### src/rtl/apb_master_arb.sv
// APB3/APB4 bus master shared by NUM_REQ internal requesters (CPU, DMA, debug).
// Round-robin grant, one-hot slave decode, SETUP/ACCESS sequencing and a pready timeout.
//
//   state    | meaning
//   ---------+--------------------------------------------------------------
//   S_IDLE   | bus quiet; grant next requester round-robin and latch its request
//   S_SETUP  | psel asserted, penable low, timeout counter cleared
//   S_ACCESS | penable high; wait for pready or abort on timeout
module apb_master_arb #(
  parameter int ADDR_WIDTH = 32,
  parameter int DATA_WIDTH = 32,
  parameter int SLAVE_NUM  = 8,
  parameter int NUM_REQ    = 2,
  parameter int SEL_LSB    = 12,
  parameter int TIMEOUT    = 16
) (
  input  logic                          pclk,
  input  logic                          preset_n,
  input  logic [NUM_REQ-1:0]            req_valid,
  output logic [NUM_REQ-1:0]            req_ready,
  input  logic [NUM_REQ-1:0]            req_write,
  input  logic [NUM_REQ*ADDR_WIDTH-1:0] req_addr,
  input  logic [NUM_REQ*DATA_WIDTH-1:0] req_wdata,
  input  logic [NUM_REQ*4-1:0]          req_strb,
  input  logic [NUM_REQ*3-1:0]          req_prot,
  output logic [NUM_REQ-1:0]            rsp_valid,
  output logic [DATA_WIDTH-1:0]         rsp_rdata,
  output logic                          rsp_err,
  output logic [ADDR_WIDTH-1:0]         paddr,
  output logic [DATA_WIDTH-1:0]         pwdata,
  output logic                          pwrite,
  output logic [SLAVE_NUM-1:0]          psel,
  output logic                          penable,
  output logic [3:0]                    pstrb,
  output logic [2:0]                    pprot,
  input  logic [DATA_WIDTH-1:0]         prdata,
  input  logic                          pready,
  input  logic                          pslverr
);

  localparam int SW  = $clog2(SLAVE_NUM);
  localparam int IDW = (NUM_REQ > 1) ? $clog2(NUM_REQ) : 1;
  localparam int TW  = (TIMEOUT > 1) ? $clog2(TIMEOUT) : 1;
  localparam logic [TW-1:0] TMO_LAST = TW'(TIMEOUT - 1);

  typedef enum logic [1:0] {
    S_IDLE   = 2'd0,
    S_SETUP  = 2'd1,
    S_ACCESS = 2'd2
  } state_e;

  state_e                  state_q, state_d;
  logic [IDW-1:0]          rr_q, rr_d;
  logic [IDW-1:0]          id_q, id_d;
  logic [ADDR_WIDTH-1:0]   addr_q, addr_d;
  logic [DATA_WIDTH-1:0]   wdata_q, wdata_d;
  logic                    write_q, write_d;
  logic [3:0]              strb_q, strb_d;
  logic [2:0]              prot_q, prot_d;
  logic [TW-1:0]           tmo_q, tmo_d;
  logic [NUM_REQ-1:0]      rsp_valid_q, rsp_valid_d;
  logic [DATA_WIDTH-1:0]   rsp_rdata_q, rsp_rdata_d;
  logic                    rsp_err_q, rsp_err_d;

  logic                    gnt_found;
  logic [IDW-1:0]          gnt;
  logic [IDW:0]            cand_sum;
  logic [IDW-1:0]          cand;
  logic [IDW:0]            rr_sum;
  logic [SLAVE_NUM-1:0]    psel_dec;

  // Search starts at the rr pointer and wraps, so the pointer alone sets priority.
  always_comb begin
    gnt_found = 1'b0;
    gnt       = '0;
    cand_sum  = '0;
    cand      = '0;
    for (int k = 0; k < NUM_REQ; k++) begin
      cand_sum = {1'b0, rr_q} + (IDW+1)'(k);
      if (cand_sum >= (IDW+1)'(NUM_REQ)) begin
        cand_sum = cand_sum - (IDW+1)'(NUM_REQ);
      end
      cand = cand_sum[IDW-1:0];
      if (!gnt_found && req_valid[cand]) begin
        gnt_found = 1'b1;
        gnt       = cand;
      end
    end
  end

  always_comb begin
    rr_sum = {1'b0, gnt} + (IDW+1)'(1);
    if (rr_sum >= (IDW+1)'(NUM_REQ)) begin
      rr_sum = '0;
    end
  end

  always_comb begin
    psel_dec = '0;
    psel_dec[addr_q[SEL_LSB +: SW]] = 1'b1;
  end

  always_comb begin
    state_d     = state_q;
    rr_d        = rr_q;
    id_d        = id_q;
    addr_d      = addr_q;
    wdata_d     = wdata_q;
    write_d     = write_q;
    strb_d      = strb_q;
    prot_d      = prot_q;
    tmo_d       = tmo_q;
    req_ready   = '0;
    rsp_valid_d = '0;
    rsp_rdata_d = '0;
    rsp_err_d   = 1'b0;

    case (state_q)
      S_IDLE: begin
        if (gnt_found) begin
          req_ready[gnt] = 1'b1;
          id_d           = gnt;
          rr_d           = rr_sum[IDW-1:0];
          for (int k = 0; k < NUM_REQ; k++) begin
            if (gnt == IDW'(k)) begin
              addr_d  = req_addr[k*ADDR_WIDTH +: ADDR_WIDTH];
              wdata_d = req_wdata[k*DATA_WIDTH +: DATA_WIDTH];
              write_d = req_write[k];
              strb_d  = req_strb[k*4 +: 4];
              prot_d  = req_prot[k*3 +: 3];
            end
          end
          state_d = S_SETUP;
        end
      end
      S_SETUP: begin
        tmo_d   = '0;
        state_d = S_ACCESS;
      end
      S_ACCESS: begin
        if (pready) begin
          rsp_valid_d[id_q] = 1'b1;
          rsp_err_d         = pslverr;
          rsp_rdata_d       = write_q ? '0 : prdata;
          state_d           = S_IDLE;
        end else if (tmo_q == TMO_LAST) begin
          // Hung slave: release the bus and report an error with no data.
          rsp_valid_d[id_q] = 1'b1;
          rsp_err_d         = 1'b1;
          state_d           = S_IDLE;
        end else begin
          tmo_d = tmo_q + TW'(1);
        end
      end
      default: state_d = S_IDLE;
    endcase
  end

  always_comb begin
    paddr   = '0;
    pwdata  = '0;
    pwrite  = 1'b0;
    psel    = '0;
    penable = 1'b0;
    pstrb   = 4'b0000;
    pprot   = 3'b000;
    if (state_q == S_SETUP || state_q == S_ACCESS) begin
      paddr   = addr_q;
      pwdata  = wdata_q;
      pwrite  = write_q;
      psel    = psel_dec;
      penable = (state_q == S_ACCESS);
      pstrb   = write_q ? strb_q : 4'b0000;
      pprot   = prot_q;
    end
  end

  always_ff @(posedge pclk or negedge preset_n) begin
    if (!preset_n) begin
      state_q     <= S_IDLE;
      rr_q        <= '0;
      id_q        <= '0;
      addr_q      <= '0;
      wdata_q     <= '0;
      write_q     <= 1'b0;
      strb_q      <= '0;
      prot_q      <= '0;
      tmo_q       <= '0;
      rsp_valid_q <= '0;
      rsp_rdata_q <= '0;
      rsp_err_q   <= 1'b0;
    end else begin
      state_q     <= state_d;
      rr_q        <= rr_d;
      id_q        <= id_d;
      addr_q      <= addr_d;
      wdata_q     <= wdata_d;
      write_q     <= write_d;
      strb_q      <= strb_d;
      prot_q      <= prot_d;
      tmo_q       <= tmo_d;
      rsp_valid_q <= rsp_valid_d;
      rsp_rdata_q <= rsp_rdata_d;
      rsp_err_q   <= rsp_err_d;
    end
  end

  assign rsp_valid = rsp_valid_q;
  assign rsp_rdata = rsp_rdata_q;
  assign rsp_err   = rsp_err_q;

endmodule

### config.mk
export PLATFORM = sky130hd
export DESIGN_NAME = apb_master_arb
export DESIGN_NICKNAME = d
export VERILOG_FILES = /design/src/rtl/apb_master_arb.sv
export SDC_FILE = /design/constraint.sdc
export NUM_CORES = 1
export LEC_CHECK = 0
export CAP_MARGIN = 20
export CELL_PAD_IN_SITES_DETAIL_PLACEMENT = 1
export CELL_PAD_IN_SITES_GLOBAL_PLACEMENT = 2
export CORE_UTILIZATION = 24
export CTS_CLUSTER_DIAMETER = 120
export DETAILED_ROUTE_END_ITERATION = 10
export GPL_TIMING_DRIVEN = 1
export HOLD_SLACK_MARGIN = 0.03
export PLACE_DENSITY_LB_ADDON = 0.1
export SKIP_CTS_REPAIR_TIMING = 1
export SLEW_MARGIN = 20
export SYNTH_ARGS = -nofsm -noshare
export SYNTH_HDL_FRONTEND = slang
export SYNTH_SLANG_ARGS = --single-unit
### constraint.sdc
create_clock -name pclk -period 2.3 [get_ports pclk]
set_input_delay 0.46 -clock pclk [delete_from_list [all_inputs] [get_ports pclk]]
set_output_delay 0.46 -clock pclk [all_outputs]
set_load 0.05 [all_outputs]
Clock network drawn from the DEF:
(3 px per um)
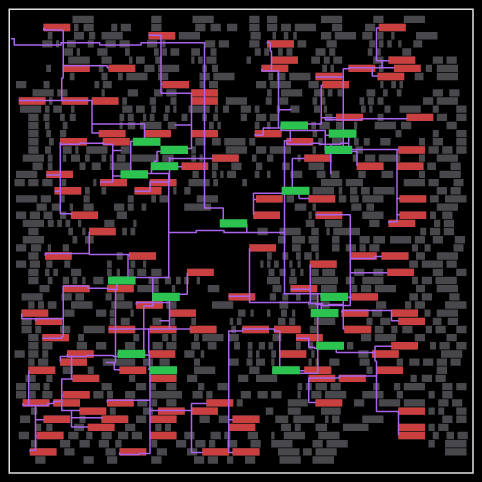
legend:
  clock wires:
    color: purple
    length: 1,890 um
  flip-flops:
    color: red
    count: 115
  cells driving clock nets:
    color: green
    count: 17
flops lie: spread over the die
routed clock nets: 18

Port wiring:
(3 px per um)
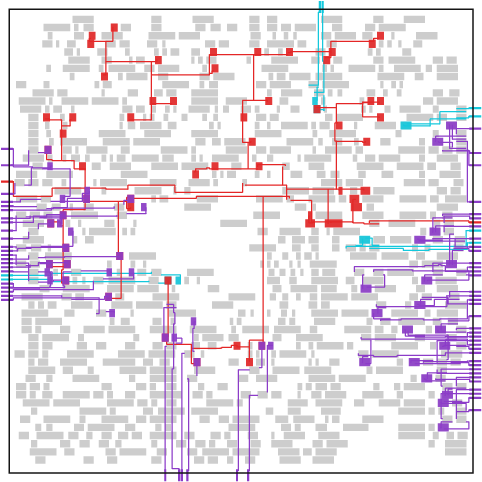
legend:
  `req_strb`:
    color: cyan
    bits: 8
    direction: input
    end_cells: 6
    wire: 332 um
  `req_addr`:
    color: purple
    bits: 64
    direction: input
    end_cells: 46
    wire: 1,790 um
  `req_valid`:
    color: red
    bits: 2
    direction: input
    end_cells: 57
    wire: 908 um

Placed cells, one color a class:
(2 px per um)
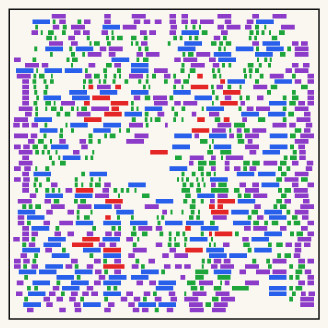
legend:
  other buffers and delay cells:
    color: purple
    cells: 328
  flip-flops:
    color: blue
    cells: 115
  all other logic:
    color: green
    cells: 409
  clock drivers and dummy loads:
    color: red
    cells: 32
area of the placeable core: 22,600 um^2
site row count: 55
sequential fraction of total cell area: 27.1%

Clock routing:
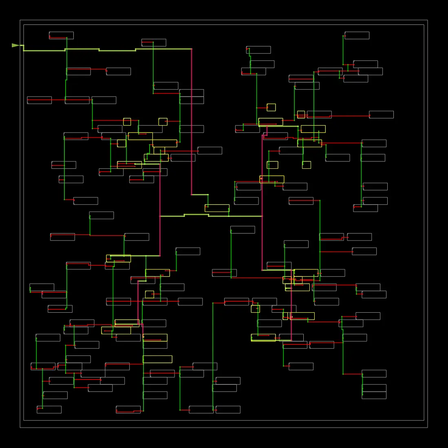
Clock net power: 2710 uW
seq_cells: 115
clock buffer count: 17

The metal 3 layer:
(2 px per um)
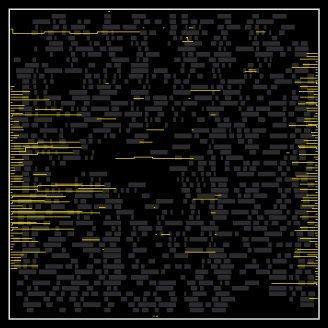
main direction: horizontal
longest straight run: 43.7 um
wire length on this layer: 1,510 um
share of all routed wire: 6.4%
routed wire length: 23,400 um
grt met3 use: 5.24%
number of vias in the routed layout: 5,612

==> impl_summary.log <==
[report] implementation figures
INFO  metric storage_cell_area = between 2000 and 3000 um^2
INFO  metric vdd_drop_max = 0.000746 V
INFO  metric slew_headroom = around 59%
INFO  metric cp-start-kind = flop
INFO  metric worst_setup_path_class = reg2out
INFO  metric ratio_of_cells_with_drive_above_1_in_the_final_layout = around a quarter
INFO  metric htree_num_levels = 4
INFO  metric post-route-period-util = 101%
INFO  metric yosysSeqAreaShare = 51.8%
INFO  metric die.size.y = 154 um
INFO  metric area_of_the_die = 23,700 um^2
INFO  metric detailedPlacementHpwl = between 15,000 and 20,000 um
INFO  metric finalCriticalPeriod = around 2.3 ns
INFO  metric depth_of_the_most_critical_reg_to_reg_path = 6
INFO  metric cts_buffers = 17
INFO  metric synth_flops = about 120
INFO  metric timing.critical_path.arrival = 1.87 ns
INFO  metric violated_checks = negative setup slack
INFO  metric finalSetupViolCount = 4
INFO  metric maxCapViolations = 0
INFO  metric clkSlewWorstSetupHoldPaths = around 0.06 ns
INFO  metric initial_antenna_violation_count = 0
INFO  metric synth.cell_area = ~5600 um^2
INFO  metric timing.final.max_slew_violations = 0
INFO  metric grt_start_max_net_pins = approximately 64
INFO  metric finalHoldWorstSlack = between 0.4 and 0.5 ns
INFO  metric cp-endpoint = psel[4]
INFO  metric rsz0062_at_grt = yes
INFO  metric required = about 1.8 ns
INFO  metric layout.nets = 1,057
INFO  metric grt_first_pass_wirelength = 34,800 um
INFO  metric cp-startpoint = state_q[0]$_DFFE_PN0P_
INFO  metric clock_tree.buffer_depth = 2
INFO  metric first_global_vias = around 6,000
INFO  metric cts_tree = yes
INFO  metric drc = 0
INFO  metric insertedDiodeCount = 0
INFO  metric routed_wire_length_per_instance = between 20 and 25 um
INFO  metric detailedRoute.firstPassIterationCount = 4
INFO  metric clock_insertion_delay_worst_skew = around 0.42 ns
INFO  metric cp-end-kind = primary output
INFO  metric p_int = around 11,000 uW
INFO  metric post_synth_inst_count = roughly 580
INFO  metric numPortBuffers = approximately 300
INFO  metric r2r_start = state_q[0]$_DFFE_PN0P_
INFO  metric part_of_the_power_in_the_clock_network = 14.2%
INFO  metric reg2reg_to = tmo_q[0]$_DFFE_PN0P_
INFO  metric avgViaCountPerCell = 4.80
INFO  metric log.warning_count = 30
INFO  metric run_status = finished, violations left
INFO  metric hold_path_class = in2async
INFO  metric clock_tree.root_cell = sky130_fd_sc_hd__clkbuf_16
INFO  metric enable_flop_cells = 0
INFO  metric global_route.usage.total = about a fifth
INFO  metric r2r_slack = 0.48 ns
INFO  metric syn_avg_cell_area = just under 10 um^2
INFO  metric ys_area = around 5600 um^2
INFO  metric net-switching-power = approximately 8500 uW
INFO  metric synth.net_count = roughly 760
INFO  metric place_congestion = 0.798
INFO  metric power-per-cell-area = about 1800 nW/um^2
INFO  metric p_sw_share = about 44%
INFO  metric fp_util = about a quarter
INFO  metric leak_pwr = about 0.0045 uW
INFO  metric overflow = 0
INFO  metric fin_skew = between 0.01 and 0.015 ns
INFO  metric final_layout_top_logic_cells = sky130_fd_sc_hd__clkdlybuf4s50_1, sky130_fd_sc_hd__dfrtp_1, sky130_fd_sc_hd__buf_12
INFO  metric i_o_pin_count = around 300
INFO  metric final.setup.tns = -0.0730 ns
INFO  metric pwr-share-seq = between 10% and 20%
INFO  metric number_of_sinks_handled_by_clock_tree_synthesis = 115
INFO  metric synth.yosys.num_cells = 575
INFO  metric layout_setup_ws = -0.0330 ns
INFO  metric final_layout_top_logic_cell = sky130_fd_sc_hd__clkdlybuf4s50_1
INFO  metric fp.dieW = around 150 um
INFO  metric layout.area.comb = roughly 2600 um^2
INFO  metric drt_first_iter_violations = ~260
INFO  metric fmaxAchievable = between 400 and 500 MHz
INFO  metric yosys_warnings = 0
INFO  metric power_frac_comb = just under 70%
INFO  metric finalHoldViolations = 0
INFO  metric cp_max_fo = 3
INFO  metric worst_slew_pin_slew = 0.619 ns
INFO  metric route.antenna.remaining_nets = 0
INFO  metric fill_cells = roughly 2,400
INFO  metric dominantRegCellSynth = sky130_fd_sc_hd__dfrtp_1
INFO  metric post_synth_num_cell_types = 37
INFO  metric flow.area_growth_from_synthesis = 91.6%
INFO  metric synth_async_sr_flop_share = 100%
==> final cells by class <==
cell class              count  share of cell area, %
repair buffers            328                   39.2
flip-flops and latches    115                   27.1
multi-input cells         401                   24.5
clock buffers              17                   4.00
well taps                 285                   3.35
clock inverters            15                   1.62
inverters                   8                  0.282
==> stage by stage <==
step | instance area [um^2] | total power [uW] | setup slack (ns) | utilization, % | std cells
2_1_floorplan | 5590 | 9280 | -0.300 | - | 575
3_3_place_gp | 9680 | 15000 | 0.165 | 42.7 | 1123
3_5_place_dp | 9680 | 15100 | 0.0700 | 42.7 | 1123
4_1_cts | 10300 | 17900 | -0.282 | 45.4 | 1155
5_1_grt | 10600 | 20000 | -0.114 | 47.0 | 1169
6_report | 10600 | 19100 | -0.0330 | 47.0 | 1169
==> power by group through the flow <==
stage	registers, uW	clock network, uW	logic, uW
CTS	3180	2780	12000
global placement	3160	0	11800
global route	3330	2870	13800
finish	3240	2710	13200
detailed placement	3210	0	11900
floorplan	3210	0	6070
==> cells in the mapped netlist (2+ instances only) <==
library cell | number | area, um^2
sky130_fd_sc_hd__and3_1 | 6 | 37.5
sky130_fd_sc_hd__clkbuf_1 | 35 | 131
sky130_fd_sc_hd__nor3_1 | 2 | 10.0
sky130_fd_sc_hd__a31oi_1 | 50 | 313
sky130_fd_sc_hd__inv_1 | 6 | 22.5
sky130_fd_sc_hd__nand3_1 | 2 | 10.0
sky130_fd_sc_hd__a211oi_1 | 2 | 15.0
sky130_fd_sc_hd__and2_1 | 119 | 744
sky130_fd_sc_hd__o21ai_1 | 4 | 20.0
sky130_fd_sc_hd__dfrtp_1 | 115 | 2880
sky130_fd_sc_hd__buf_2 | 6 | 30.0
sky130_fd_sc_hd__a21oi_1 | 52 | 260
sky130_fd_sc_hd__ha_1 | 4 | 50.1
sky130_fd_sc_hd__nor2_1 | 56 | 210
sky130_fd_sc_hd__buf_6 | 8 | 90.1
sky130_fd_sc_hd__nand2_1 | 7 | 26.3
sky130_fd_sc_hd__o21ai_0 | 49 | 245
sky130_fd_sc_hd__a221o_1 | 22 | 220
sky130_fd_sc_hd__mux2i_1 | 2 | 20.0
sky130_fd_sc_hd__buf_4 | 2 | 15.0
sky130_fd_sc_hd__inv_2 | 2 | 7.51
sky130_fd_sc_hd__nand2b_1 | 2 | 12.5
sky130_fd_sc_hd__nor3b_1 | 4 | 30.0
sky130_fd_sc_hd__and2_0 | 3 | 18.8
sky130_fd_sc_hd__nor2b_1 | 3 | 18.8
==> cell families after synthesis <==
group           synth area share (%)
compound gates                  20.6
fa+ha+maj                      0.902
buf+inv                         5.34
flops                           51.8
mux                            0.361
simple gates                    20.9
==> metal layers <==
metal,up-vias,part of all wire (%),GRT usage (%)
met3,30,6.4,5.24
met2,206,48,30.8
met1,2774,43,24.3
met4,0,2.1,6.71
li1,2602,-,-
met5,-,0,0
==> critical path, stage by stage, from the launching register on <==
cell and delay [ns]:
sky130_fd_sc_hd__dfrtp_1 0.39, sky130_fd_sc_hd__inv_2 0.07, sky130_fd_sc_hd__ha_4 0.29, sky130_fd_sc_hd__buf_4 0.14
sky130_fd_sc_hd__and2_4 0.17, sky130_fd_sc_hd__nor3b_4 0.23, sky130_fd_sc_hd__buf_12 0.17
Power is estimated from default activity; no workload was simulated.
